Figure 1. Logic cells by family (run 1).
Scale bar: 100 µm.
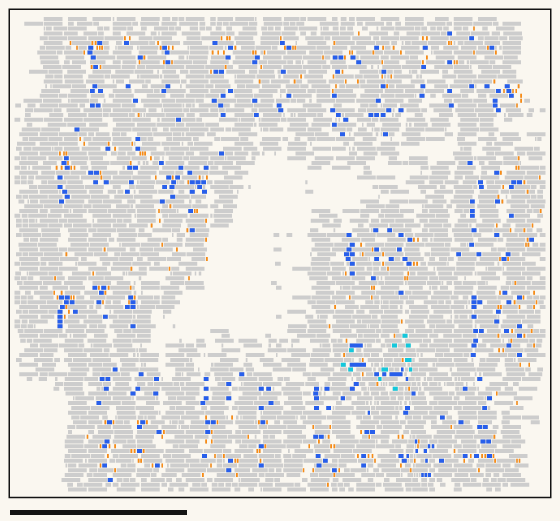
Figure 2. Clock routing (run 1).
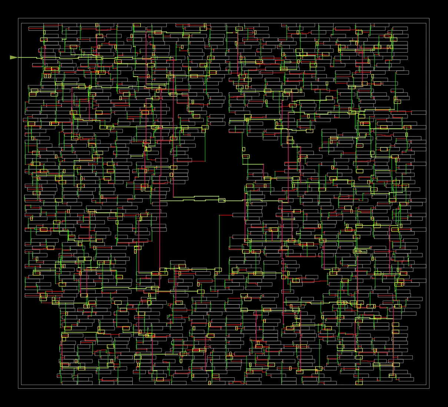
Figure 3. Where the registers sit (run 1).
Other sequential cells in the stronger gray, the rest of the logic in the fainter gray.
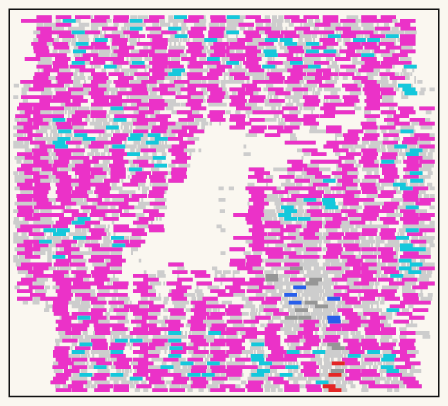
File: src/rtl/matmul_composed_pkg.sv
// Shared definitions for the composed matmul controller: FSM state encoding and default parameters.
package matmul_composed_pkg;

  typedef enum logic [1:0] {
    ST_IDLE  = 2'd0,
    ST_RUN   = 2'd1,
    ST_DRAIN = 2'd2,
    ST_DONE  = 2'd3
  } state_e;

  localparam int DEF_TILE_ROWS      = 2;
  localparam int DEF_TILE_COLS      = 2;
  localparam int DEF_BB_SIZE        = 16;
  localparam int DEF_DWIDTH         = 8;
  localparam int DEF_AWIDTH         = 10;
  localparam int DEF_FIFO_DEPTH     = 4;
  localparam int DEF_TIMEOUT_CYCLES = 4096;

endpackage

File: src/rtl/matmul_composed_ctrl_if.sv
// Bundle of the controller's tile-facing and stream-facing signals; master drives the controller inputs.
interface matmul_composed_ctrl_if #(
  parameter int TILE_ROWS = 2,
  parameter int TILE_COLS = 2,
  parameter int BB_SIZE   = 16,
  parameter int DWIDTH    = 8,
  parameter int AWIDTH    = 10
);
  logic                                  start_mat_mul;
  logic                                  tile_start;
  logic [TILE_ROWS*TILE_COLS-1:0]        tile_done;
  logic [TILE_ROWS*BB_SIZE*DWIDTH-1:0]   c_in_data;
  logic [TILE_ROWS*AWIDTH-1:0]           c_in_addr;
  logic [TILE_ROWS-1:0]                  c_in_valid;
  logic [BB_SIZE*DWIDTH-1:0]             c_out_data;
  logic [AWIDTH-1:0]                     c_out_addr;
  logic                                  c_out_valid;
  logic                                  c_out_ready;
  logic                                  done_mat_mul;
  logic                                  busy;
  logic [TILE_ROWS-1:0]                  overflow;
  logic                                  timeout;

  modport master (
    output start_mat_mul, tile_done, c_in_data, c_in_addr, c_in_valid, c_out_ready,
    input  tile_start, c_out_data, c_out_addr, c_out_valid, done_mat_mul, busy, overflow, timeout
  );

  modport slave (
    input  start_mat_mul, tile_done, c_in_data, c_in_addr, c_in_valid, c_out_ready,
    output tile_start, c_out_data, c_out_addr, c_out_valid, done_mat_mul, busy, overflow, timeout
  );
endinterface

File: src/rtl/matmul_c_fifo.sv
// One output-channel buffer; a push into a full FIFO is dropped unless a pop frees a slot that cycle.
module matmul_c_fifo #(
  parameter int WIDTH = 138,
  parameter int DEPTH = 4
) (
  input  logic             clk,
  input  logic             resetn,
  input  logic             push,
  input  logic [WIDTH-1:0] din,
  input  logic             pop,
  output logic [WIDTH-1:0] dout,
  output logic             empty,
  output logic             full,
  output logic             drop
);
  localparam int PW = $clog2(DEPTH);

  logic [WIDTH-1:0] mem [DEPTH];
  logic [PW:0]      wr_ptr, rd_ptr;
  logic             wr_en, rd_en;

  // Extra MSB on each pointer separates full from empty when the index bits match
  assign empty = (wr_ptr == rd_ptr);
  assign full  = (wr_ptr[PW] != rd_ptr[PW]) && (wr_ptr[PW-1:0] == rd_ptr[PW-1:0]);
  assign rd_en = pop && !empty;
  assign wr_en = push && (!full || rd_en);
  assign drop  = push && full && !rd_en;
  assign dout  = mem[rd_ptr[PW-1:0]];

  always_ff @(posedge clk) begin
    if (wr_en) mem[wr_ptr[PW-1:0]] <= din;
  end

  always_ff @(posedge clk or negedge resetn) begin
    if (!resetn) begin
      wr_ptr <= '0;
      rd_ptr <= '0;
    end else begin
      if (wr_en) wr_ptr <= wr_ptr + 1'b1;
      if (rd_en) rd_ptr <= rd_ptr + 1'b1;
    end
  end
endmodule

File: src/rtl/matmul_composed_ctrl.sv
// Composed matmul controller: start/done sequencing over a tile grid plus round-robin merge of row outputs.
// Optional RUN watchdog enabled by defining MATMUL_TIMEOUT_EN.
module matmul_composed_ctrl
  import matmul_composed_pkg::*;
#(
  parameter int TILE_ROWS      = DEF_TILE_ROWS,
  parameter int TILE_COLS      = DEF_TILE_COLS,
  parameter int BB_SIZE        = DEF_BB_SIZE,
  parameter int DWIDTH         = DEF_DWIDTH,
  parameter int AWIDTH         = DEF_AWIDTH,
  parameter int FIFO_DEPTH     = DEF_FIFO_DEPTH,
  parameter int TIMEOUT_CYCLES = DEF_TIMEOUT_CYCLES
) (
  input logic                   clk,
  input logic                   resetn,
  matmul_composed_ctrl_if.slave bus
);
  localparam int TILES = TILE_ROWS * TILE_COLS;
  localparam int DW    = BB_SIZE * DWIDTH;
  localparam int WW    = AWIDTH + DW;
  localparam int PTRW  = (TILE_ROWS > 1) ? $clog2(TILE_ROWS) : 1;

  state_e                          state, state_nxt;
  logic                            clear, tile_start_nxt, tile_start_q;
  logic [TILES-1:0]                done_q;
  logic [TILE_ROWS-1:0]            overflow_q;
  logic                            to_hit;

  logic [TILE_ROWS-1:0]            f_empty, f_full, f_pop, f_drop;
  logic [TILE_ROWS-1:0][WW-1:0]    f_dout;
  logic [PTRW-1:0]                 rr_ptr, grant_idx;
  logic                            grant_vld, load;
  logic                            out_valid;
  logic [WW-1:0]                   out_word;

  // ---------------- channel buffers ----------------
  for (genvar r = 0; r < TILE_ROWS; r++) begin : g_ch
    matmul_c_fifo #(.WIDTH(WW), .DEPTH(FIFO_DEPTH)) u_fifo (
      .clk    (clk),
      .resetn (resetn),
      .push   (bus.c_in_valid[r]),
      .din    ({bus.c_in_addr[r*AWIDTH +: AWIDTH], bus.c_in_data[r*DW +: DW]}),
      .pop    (f_pop[r]),
      .dout   (f_dout[r]),
      .empty  (f_empty[r]),
      .full   (f_full[r]),
      .drop   (f_drop[r])
    );
  end

  // ---------------- round-robin arbiter ----------------
  assign load = !out_valid || bus.c_out_ready;

  always_comb begin
    int idx;
    idx       = 0;
    grant_vld = 1'b0;
    grant_idx = '0;
    for (int i = 0; i < TILE_ROWS; i++) begin
      idx = int'(rr_ptr) + i;
      if (idx >= TILE_ROWS) idx = idx - TILE_ROWS;
      if (!grant_vld && !f_empty[idx]) begin
        grant_vld = 1'b1;
        grant_idx = PTRW'(idx);
      end
    end
  end

  always_comb begin
    f_pop = '0;
    if (load && grant_vld) f_pop[grant_idx] = 1'b1;
  end

  always_ff @(posedge clk or negedge resetn) begin
    if (!resetn) begin
      rr_ptr    <= '0;
      out_valid <= 1'b0;
      out_word  <= '0;
    end else if (load) begin
      out_valid <= grant_vld;
      if (grant_vld) begin
        out_word <= f_dout[grant_idx];
        rr_ptr   <= (grant_idx == PTRW'(TILE_ROWS - 1)) ? '0 : grant_idx + PTRW'(1);
      end
    end
  end

  assign bus.c_out_valid = out_valid;
  assign bus.c_out_addr  = out_word[WW-1 -: AWIDTH];
  assign bus.c_out_data  = out_word[DW-1:0];

  // ---------------- control FSM ----------------
  always_comb begin
    state_nxt      = state;
    clear          = 1'b0;
    tile_start_nxt = 1'b0;
    case (state)
      ST_IDLE: if (bus.start_mat_mul) begin
        clear          = 1'b1;
        tile_start_nxt = 1'b1;
        state_nxt      = ST_RUN;
      end
      // Same-cycle done arrivals count toward completion
      ST_RUN:   if ((&(done_q | bus.tile_done)) || to_hit) state_nxt = ST_DRAIN;
      ST_DRAIN: if ((&f_empty) && !out_valid) state_nxt = ST_DONE;
      ST_DONE:  state_nxt = ST_IDLE;
      default:  state_nxt = ST_IDLE;
    endcase
  end

  always_ff @(posedge clk or negedge resetn) begin
    if (!resetn) begin
      state        <= ST_IDLE;
      tile_start_q <= 1'b0;
      done_q       <= '0;
      overflow_q   <= '0;
    end else begin
      state        <= state_nxt;
      tile_start_q <= tile_start_nxt;
      if (clear)                done_q <= '0;
      else if (state == ST_RUN) done_q <= done_q | bus.tile_done;
      overflow_q <= (clear ? '0 : overflow_q) | f_drop;
    end
  end

  assign bus.tile_start   = tile_start_q;
  assign bus.busy         = (state == ST_RUN) || (state == ST_DRAIN);
  assign bus.done_mat_mul = (state == ST_DONE);
  assign bus.overflow     = overflow_q;

`ifdef MATMUL_TIMEOUT_EN
  localparam int CW = $clog2(TIMEOUT_CYCLES + 1);
  logic [CW-1:0] to_cnt;
  logic          to_q;

  assign to_hit = (state == ST_RUN) && (to_cnt == CW'(TIMEOUT_CYCLES - 1));

  always_ff @(posedge clk or negedge resetn) begin
    if (!resetn) begin
      to_cnt <= '0;
      to_q   <= 1'b0;
    end else if (clear) begin
      to_cnt <= '0;
      to_q   <= 1'b0;
    end else begin
      if (state == ST_RUN) to_cnt <= to_cnt + 1'b1;
      if (to_hit) to_q <= 1'b1;
    end
  end

  assign bus.timeout = to_q;
`else
  assign to_hit      = 1'b0;
  assign bus.timeout = 1'b0;
`endif

endmodule

File: src/flat_wrapper.sv
// flat-port wrapper written by rule: the top's interface ports become plain ports
module matmul_composed_ctrl_flat import matmul_composed_pkg::*;
#(
  parameter int TILE_ROWS      = DEF_TILE_ROWS,
  parameter int TILE_COLS      = DEF_TILE_COLS,
  parameter int BB_SIZE        = DEF_BB_SIZE,
  parameter int DWIDTH         = DEF_DWIDTH,
  parameter int AWIDTH         = DEF_AWIDTH,
  parameter int FIFO_DEPTH     = DEF_FIFO_DEPTH,
  parameter int TIMEOUT_CYCLES = DEF_TIMEOUT_CYCLES
)
  (clk, resetn, bus_start_mat_mul, bus_tile_done, bus_c_in_data, bus_c_in_addr, bus_c_in_valid, bus_c_out_ready, bus_tile_start, bus_c_out_data, bus_c_out_addr, bus_c_out_valid, bus_done_mat_mul, bus_busy, bus_overflow, bus_timeout);
  matmul_composed_ctrl_if #(.TILE_ROWS(TILE_ROWS), .TILE_COLS(TILE_COLS), .BB_SIZE(BB_SIZE), .DWIDTH(DWIDTH), .AWIDTH(AWIDTH)) bus_i ();
  input logic clk;
  input logic resetn;
  input wire logic [$bits(bus_i.start_mat_mul)-1:0] bus_start_mat_mul;
  input wire logic [$bits(bus_i.tile_done)-1:0] bus_tile_done;
  input wire logic [$bits(bus_i.c_in_data)-1:0] bus_c_in_data;
  input wire logic [$bits(bus_i.c_in_addr)-1:0] bus_c_in_addr;
  input wire logic [$bits(bus_i.c_in_valid)-1:0] bus_c_in_valid;
  input wire logic [$bits(bus_i.c_out_ready)-1:0] bus_c_out_ready;
  output wire logic [$bits(bus_i.tile_start)-1:0] bus_tile_start;
  output wire logic [$bits(bus_i.c_out_data)-1:0] bus_c_out_data;
  output wire logic [$bits(bus_i.c_out_addr)-1:0] bus_c_out_addr;
  output wire logic [$bits(bus_i.c_out_valid)-1:0] bus_c_out_valid;
  output wire logic [$bits(bus_i.done_mat_mul)-1:0] bus_done_mat_mul;
  output wire logic [$bits(bus_i.busy)-1:0] bus_busy;
  output wire logic [$bits(bus_i.overflow)-1:0] bus_overflow;
  output wire logic [$bits(bus_i.timeout)-1:0] bus_timeout;
  assign bus_i.start_mat_mul = bus_start_mat_mul;
  assign bus_i.tile_done = bus_tile_done;
  assign bus_i.c_in_data = bus_c_in_data;
  assign bus_i.c_in_addr = bus_c_in_addr;
  assign bus_i.c_in_valid = bus_c_in_valid;
  assign bus_i.c_out_ready = bus_c_out_ready;
  assign bus_tile_start = bus_i.tile_start;
  assign bus_c_out_data = bus_i.c_out_data;
  assign bus_c_out_addr = bus_i.c_out_addr;
  assign bus_c_out_valid = bus_i.c_out_valid;
  assign bus_done_mat_mul = bus_i.done_mat_mul;
  assign bus_busy = bus_i.busy;
  assign bus_overflow = bus_i.overflow;
  assign bus_timeout = bus_i.timeout;
  matmul_composed_ctrl #(.TILE_ROWS(TILE_ROWS), .TILE_COLS(TILE_COLS), .BB_SIZE(BB_SIZE), .DWIDTH(DWIDTH), .AWIDTH(AWIDTH), .FIFO_DEPTH(FIFO_DEPTH), .TIMEOUT_CYCLES(TIMEOUT_CYCLES)) u_core (.clk(clk), .resetn(resetn), .bus(bus_i));
endmodule
File: config.mk
export PLATFORM = sky130hd
export DESIGN_NAME = matmul_composed_ctrl_flat
export DESIGN_NICKNAME = d
export VERILOG_FILES = /design/src/rtl/matmul_composed_pkg.sv /design/src/rtl/matmul_composed_ctrl_if.sv /design/src/rtl/matmul_c_fifo.sv /design/src/rtl/matmul_composed_ctrl.sv /design/src/flat_wrapper.sv
export SDC_FILE = /design/constraint.sdc
export NUM_CORES = 1
export LEC_CHECK = 0
export CAP_MARGIN = 20
export CORE_ASPECT_RATIO = 0.9
export CORE_MARGIN = 2
export CORE_UTILIZATION = 59
export CTS_BUF_LIST = sky130_fd_sc_hd__clkbuf_8
export DETAILED_ROUTE_END_ITERATION = 6
export GPL_TIMING_DRIVEN = 0
export PLACE_DENSITY = 0.81
export SYNTH_ARGS = -nofsm -noshare
export SYNTH_HDL_FRONTEND = slang
export SYNTH_SLANG_ARGS = --single-unit
export TNS_END_PERCENT = 10
File: constraint.sdc
create_clock -name clk -period 17.1 [get_ports clk]
set_clock_uncertainty 0.15 [all_clocks]
set_input_delay 4.275 -clock clk [delete_from_list [all_inputs] [get_ports clk]]
set_output_delay 4.275 -clock clk [all_outputs]
set_load 0.02 [all_outputs]
==> ci_impl_report.md, run 1 <==
## Implementation flow summary

| Metric | Value |
|---|---|
| Top-count cell post-synth | edfxtp_1 |
| DR iter-0 viols | 2,789 |
| WS Path Type | input pin to register |
| Antenna violations before repair | 36 |
| Hold Buf Count CTS | 0 |
| Non-clk buf share | 9.67% |
| Gate Area | 9470 µm² |
| Die area | ~84,000 µm² |
| Tool warnings | 37 |
| Signal inverters | 288 |
| Reg2Reg Depth | 9 |
| P_seq | 0.00449 W |
| FMAX | 0.137 GHz |
| Ports | 431 |
| Layout cells sized above 1 | approximately 20% |
| Fin. Hold Viols | 0 |
| First-pass GRT wire length | 167,000 µm |
| Largest logic family | multiplexers |
| Layout overhead on the synthesized area | 20.7% |
| R2r startpoint | u_core.bus.c_out_valid |
| Hold Crit Class | register to register |
| Routing usage on met1 | between 30% and 40% |
| Commonest flop | edfxtp_1 |
| Largest net degree at the start of global routing | 92 |
| Clock Tree Buf Depth | 3 |
| Met2 Use GR | 44.2% |
| Async S/R FF share, synth | between 10 and 15% |
| Cells after DPL | between 3,000 and 4,000 |
| Row count | 99 |
| Met3 wire length | 10,600 µm |
| Fraction of area in registers | 63.6% |
| Comb power | 0.00366 W |
| Sw Ratio | 33.6% |
| CTS Sinks | 1,265 |
| RD Place Congestion | 0.811 |
| Stages on worst setup path | 10 |
| Post-synthesis instance area | 48,400 µm² |
| Top post-synthesis cells by count | 1,104 x edfxtp_1, 288 x inv_1, 276 x mux4_2 |
| Endpoint class of the critical path | register |
| Worst Tran Pin Value | 1.14 ns |
| Synth Instances | ~2,400 |
| Internal power | 0.00696 W |
| Status | complete, no violations |
| Core Box Area | 81,100 µm² |
Notes on Figure 1 above:
Key: orange = inverters [cells 288, where spread over the die]; cyan = AND and OR gates [cells 11]; blue = inverting AOI/OAI gates [cells 296, where spread over the die]
Non-Filler Instances: 4,261
Commonest Layout Cell: edfxtp_1

Notes on Figure 2 above:
Clk power: 0.00232 W
number of CTS-inserted buffers: 189
registers: 1,265

Notes on Figure 3 above:
Key: cyan = u_core.out_word [flops 138, where spread over the die]; blue = u_core.g_ch.u_fifo.rd_ptr [flops 6]; magenta = u_core.g_ch.u_fifo.mem [flops 1,104, where spread over the die]; red = u_core.done_q [flops 4, where lower right]

[run 1: worst min path at each step]
stage	startpoint	end	slack, ns	cells past startpoint
floorplan	u_core.g_ch[1].u_fifo.wr_ptr[2]	u_core.g_ch[1].u_fifo.wr_ptr[2]	0.31	1
global placement	u_core.done_q[2]	u_core.done_q[2]	0.33	2
detailed placement	u_core.g_ch[1].u_fifo.wr_ptr[2]	u_core.g_ch[1].u_fifo.wr_ptr[2]	0.33	1
CTS	u_core.g_ch[1].u_fifo.wr_ptr[2]	u_core.g_ch[1].u_fifo.wr_ptr[2]	0.34	1
global route	u_core.g_ch[1].u_fifo.wr_ptr[2]	u_core.g_ch[1].u_fifo.wr_ptr[2]	0.37	1
finish	u_core.g_ch[1].u_fifo.wr_ptr[2]	u_core.g_ch[1].u_fifo.wr_ptr[2]	0.35	1
## Run 2: what changed since run 1
Clock period 17.1 ns to 6.7 ns, I/O delays scaled along.
Figure 4. Where the registers sit (run 2).
Other sequential cells in the stronger gray, the rest of the logic in the fainter gray.
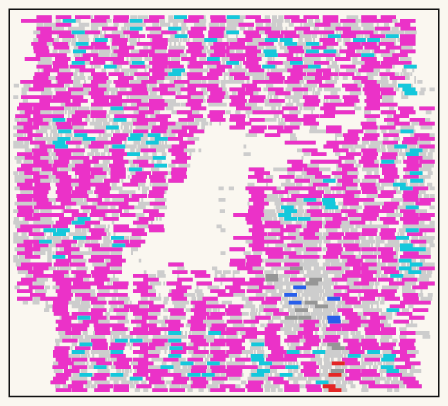
Key: blue = u_core.g_ch.u_fifo.rd_ptr [flops 6]; red = u_core.done_q [flops 4, where lower right]; cyan = u_core.out_word [flops 138, where spread over the die]; magenta = u_core.g_ch.u_fifo.mem [flops 1,104, where spread over the die]
FF+latch area: 37,200 µm²
P_seq: 0.0115 W
final core occ: 72.0%
fraction of area in registers: 63.6%

==> run 2 against run 1 <==
Net effect:
- critical path type unchanged
- combinational power increased to 2.6 times the previous value
- highest routed layer unchanged
- count of clock-buffer cells in the layout stayed put
- first-iteration DRC count is the same
- sequential cell count unchanged
- worst hold slack is the same
- via count is the same
- sequential power grew to 2.6 times the previous value
- synthesized area did not move
- sequential share of layout area did not move
- synthesized cell count is the same
==> ci_impl_report.md, run 2 <==
## Implementation flow summary

| Metric | Value |
|---|---|
| Synth Instances | 2,357 (unchanged) |
| Async S/R FF share, synth | 12.7% (unchanged) |
| Status | complete, no violations (unchanged) |
| Layout overhead on the synthesized area | 20.7% (unchanged) |
| Worst Tran Pin Value | 1.14 ns (unchanged) |
| Row count | 99 (unchanged) |
| Commonest flop | edfxtp_1 (unchanged) |
| Ports | 431 (unchanged) |
| Largest logic family | multiplexers (unchanged) |
| Hold path startpoint | u_core.g_ch[1].u_fifo.wr_ptr[2] (unchanged) |
| R2r startpoint | u_core.bus.c_out_valid (unchanged) |
| Non-Filler Instances | 4,261 (unchanged) |
| Commonest Layout Cell | edfxtp_1 (unchanged) |
| Met3 wire length | 10,600 µm (unchanged) |
| Antenna violations before repair | 36 (unchanged) |
| WS Path Type | input pin to register (unchanged) |
| Hold Buf Count CTS | 0 (unchanged) |
| Hold-critical path depth | 1 (unchanged) |
| Hold Crit Class | register to register (unchanged) |
| CP delay by family, top | buffers and inverters (unchanged) |
| AND-OR/OR-AND Cells, Area Fraction | 5.45% (unchanged) |
| DR iter-0 viols | 2,789 (unchanged) |
| Die area | 84,400 µm² (unchanged) |
| Top post-synthesis cells by count | 1,104 x edfxtp_1, 288 x inv_1, 276 x mux4_2 (unchanged) |
| FMAX | 0.214 GHz |
| First-pass DRT Iterations | 7 (unchanged) |
| Vias in the first global route | 27,500 (unchanged) |
| CTS resizes | 0 (unchanged) |
| Reg2Reg Depth | 9 (unchanged) |
| Routing usage on met1 | 34.9% (unchanged) |
| Stages on worst setup path | 10 (unchanged) |
| Core Box Area | 81,100 µm² (unchanged) |
| Layout cells sized above 1 | 20.5% (unchanged) |
| Hold path endpoint | u_core.g_ch[1].u_fifo.wr_ptr[2] (unchanged) |
| Endpoint class of the critical path | register (unchanged) |
| Clock Tree Buf Depth | 3 (unchanged) |
| Net count after synthesis | 2,658 (unchanged) |
| Top-count cell post-synth | edfxtp_1 (unchanged) |
| Met2 Use GR | 44.2% (unchanged) |
| Post-synthesis instance area | 48,400 µm² (unchanged) |
| Distinct lib cells | 42 (unchanged) |
| Largest net degree at the start of global routing | 92 (unchanged) |
| Fin. Hold Viols | 0 (unchanged) |
| Cells after DPL | 3,876 (unchanged) |
| Tool warnings | 37 (unchanged) |
| CTS Sinks | 1,265 (unchanged) |
Figure 5. Logic cells by family (run 2).
Scale bar: 100 µm.
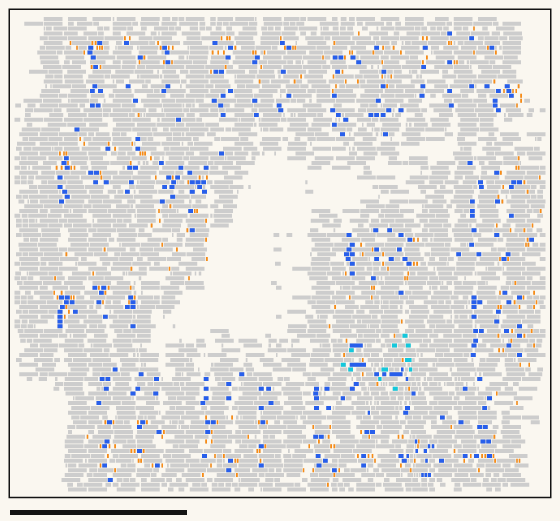
Key: blue = inverting AOI/OAI gates [cells 296, where spread over the die]; cyan = AND and OR gates [cells 11]; orange = inverters [cells 288, where spread over the die]

-- run 2: power breakdown --
group	internal, W	switching, W	total, W
Sequential	0.0108	0.000674	0.0115
Clock	0.00303	0.00289	0.00592
Combinational	0.00395	0.00540	0.00935
Total	0.0178	0.00897	0.0267
-- run 2: cell families after synthesis --
kind of cell,after synthesis
buffers and inverters,446
adder cells (fa/ha/maj),15
multiplexers,280
AND/OR/NAND/NOR,34
flip-flops,1265
other,1
XOR/XNOR,14
AND-OR/OR-AND,302
-- run 2: layout make-up --
class	count	area [µm²]	share of cell area, %
plain buffers	158	703	1.20
well taps	1060	1330	2.27
repair buffers	459	4950	8.47
flip-flops and latches	1265	37200	63.6
inverters	288	1080	1.85
clock buffers	223	3070	5.25
clock inverters	134	587	1.00
multi-input cells	646	9470	16.2
diodes	28	70.1	0.120
## Run 3: what changed since run 2
Clock period 6.7 ns to 4.58 ns, I/O delays scaled along.
==> run 3 against run 2 <==
Net effect:
- worst setup slack worse by 1.2 ns
- combinational power up 48%
- final cell count down 0.14%
- largest cell class unchanged
- utilization up 0.30 points
- sequential power up 46%
- first-iteration DRC count down 0.90%
- critical path type unchanged
- worst hold slack worse by 0.21 ns
==> ci_impl_report.md, run 3 <==
## Implementation flow summary

| Metric | Value |
|---|---|
| Status | complete, no violations (unchanged) |
| Largest cell class | flip-flops and latches (unchanged) |
| Registers | 1,265 (unchanged) |
| Ports | 431 (unchanged) |
| Reg2Reg Depth | 7 (was 9) |
| Commonest Layout Cell | edfxtp_1 (unchanged) |
| Antenna violations before repair | 33 (was 36) |
| Final core occ | 72.3% (was 72.0%) |
| Commonest flop | edfxtp_1 (unchanged) |
| N_taps | 1,060 (unchanged) |
| RD Place Congestion | 0.806 (was 0.811) |
| Cells after DPL | 3,879 (was 3,876) |
| CTS resizes | 0 (unchanged) |
| Row count | 99 (unchanged) |
| First-pass GRT wire length | 170,000 µm (was 167,000 µm) |
| Clock-cell share | 6.44% (was 6.26%) |
| Gate Area | 9470 µm² (about the same) |
| Distinct lib cells | 42 (unchanged) |
| Core Box Area | 81,100 µm² (unchanged) |
| Largest net degree at the start of global routing | 89 (was 92) |
| FF+latch area | 37,200 µm² (unchanged) |
| DR iter-0 viols | 2,764 (was 2,789) |
| Signal buffers | 621 (was 617) |
| Async S/R FF share, synth | 12.7% (unchanged) |
| Fin. Hold Viols | 0 (unchanged) |
| Hold Crit Class | input pin to async pin (was register to register) |
| FMAX | 0.267 GHz |
| Met2 Use GR | 45.5% (was 44.2%) |
| Top-count cell post-synth | edfxtp_1 (unchanged) |
| Post-synthesis instance area | 48,400 µm² (unchanged) |
| Worst Tran Pin Value | 0.806 ns (was 1.14 ns) |
| Non-clk buf share | 9.85% (was 9.67%) |
| Number of clock buffers in the layout | 209 (was 223) |
| Largest logic family | multiplexers (unchanged) |
| Endpoint class of the critical path | register (unchanged) |
| Routing usage on met1 | 35.6% (was 34.9%) |
| Slew Viols, Final | 0 (unchanged) |
| Tool warnings | 38 (was 37) |
| AND-OR/OR-AND Cells, Area Fraction | 5.45% (unchanged) |
| Layout overhead on the synthesized area | 21.2% (was 20.7%) |
| Layout cells sized above 1 | 20.7% (was 20.5%) |
| Die area | 84,400 µm² (unchanged) |
| Number of CTS-inserted buffers | 188 (was 189) |
| Vias in the first global route | 27,800 (was 27,500) |
| Synth Instances | 2,357 (unchanged) |
-- run 3: cell counts after synthesis --
No cell type changed its count.
-- run 3: metrics by stage --
step | total power (W) | setup slack (ns)
floorplan | 0.0255 | -1.47
global placement | 0.0303 | -5.22
detailed placement | 0.0307 | 0.0547
CTS | 0.0398 | 0.936
global route | 0.0413 | 0.804
finish | 0.0396 | 0.834
-- run 3: where the power goes --
part,leakage [nW],internal (W),switching (W),total [W]
sequential,12.1,0.0158,0.00101,0.0168
combinational,6.22,0.00584,0.00793,0.0138
clock,2.18,0.00477,0.00425,0.00902
-- run 3: worst max-delay path: stages --
cell	delay [ns]
clkdlybuf4s50_1	0.52
nand2b_1	0.13
clkbuf_2	0.35
nand2_1	0.21
a31oi_4	0.31
and2_4	0.59
buf_16	0.36
buf_16	0.34
Figure 6. Logic cells by family (run 3).
Scale bar: 100 µm.
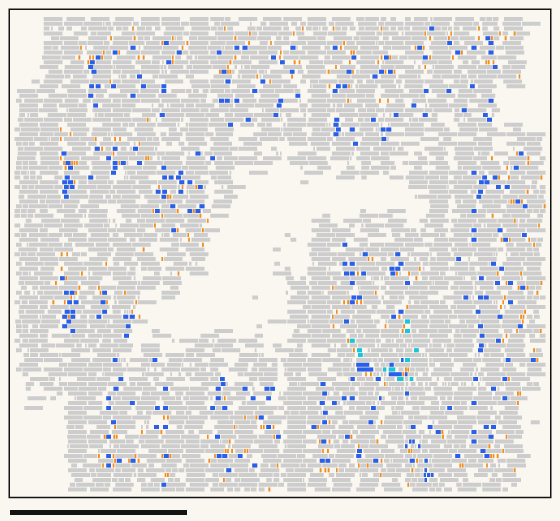
Key: cyan = AND and OR gates [cells 11]; orange = inverters [cells 288, where spread over the die]; blue = inverting AOI/OAI gates [cells 296, where spread over the die]
combinational share of cell area: 16.1%
Non-Filler Instances: 4,255

Figure 7. Wiring by layer (run 3).
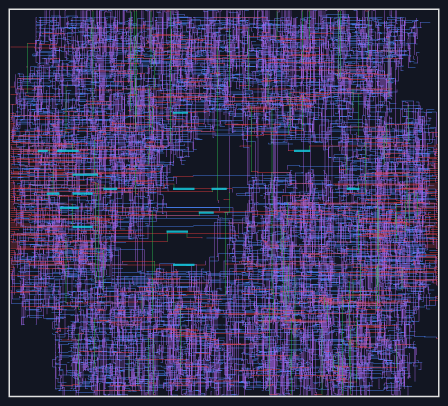
Key: cyan = met5 [wire length 176 µm]; green = met4 [wire length 3,250 µm]; red = met3 [wire length 11,100 µm]; blue = met1 [wire length 43.0 mm]; purple = met2 [wire length 57.9 mm]

Power figures rest on the tool's default switching activity, not on a simulated workload.
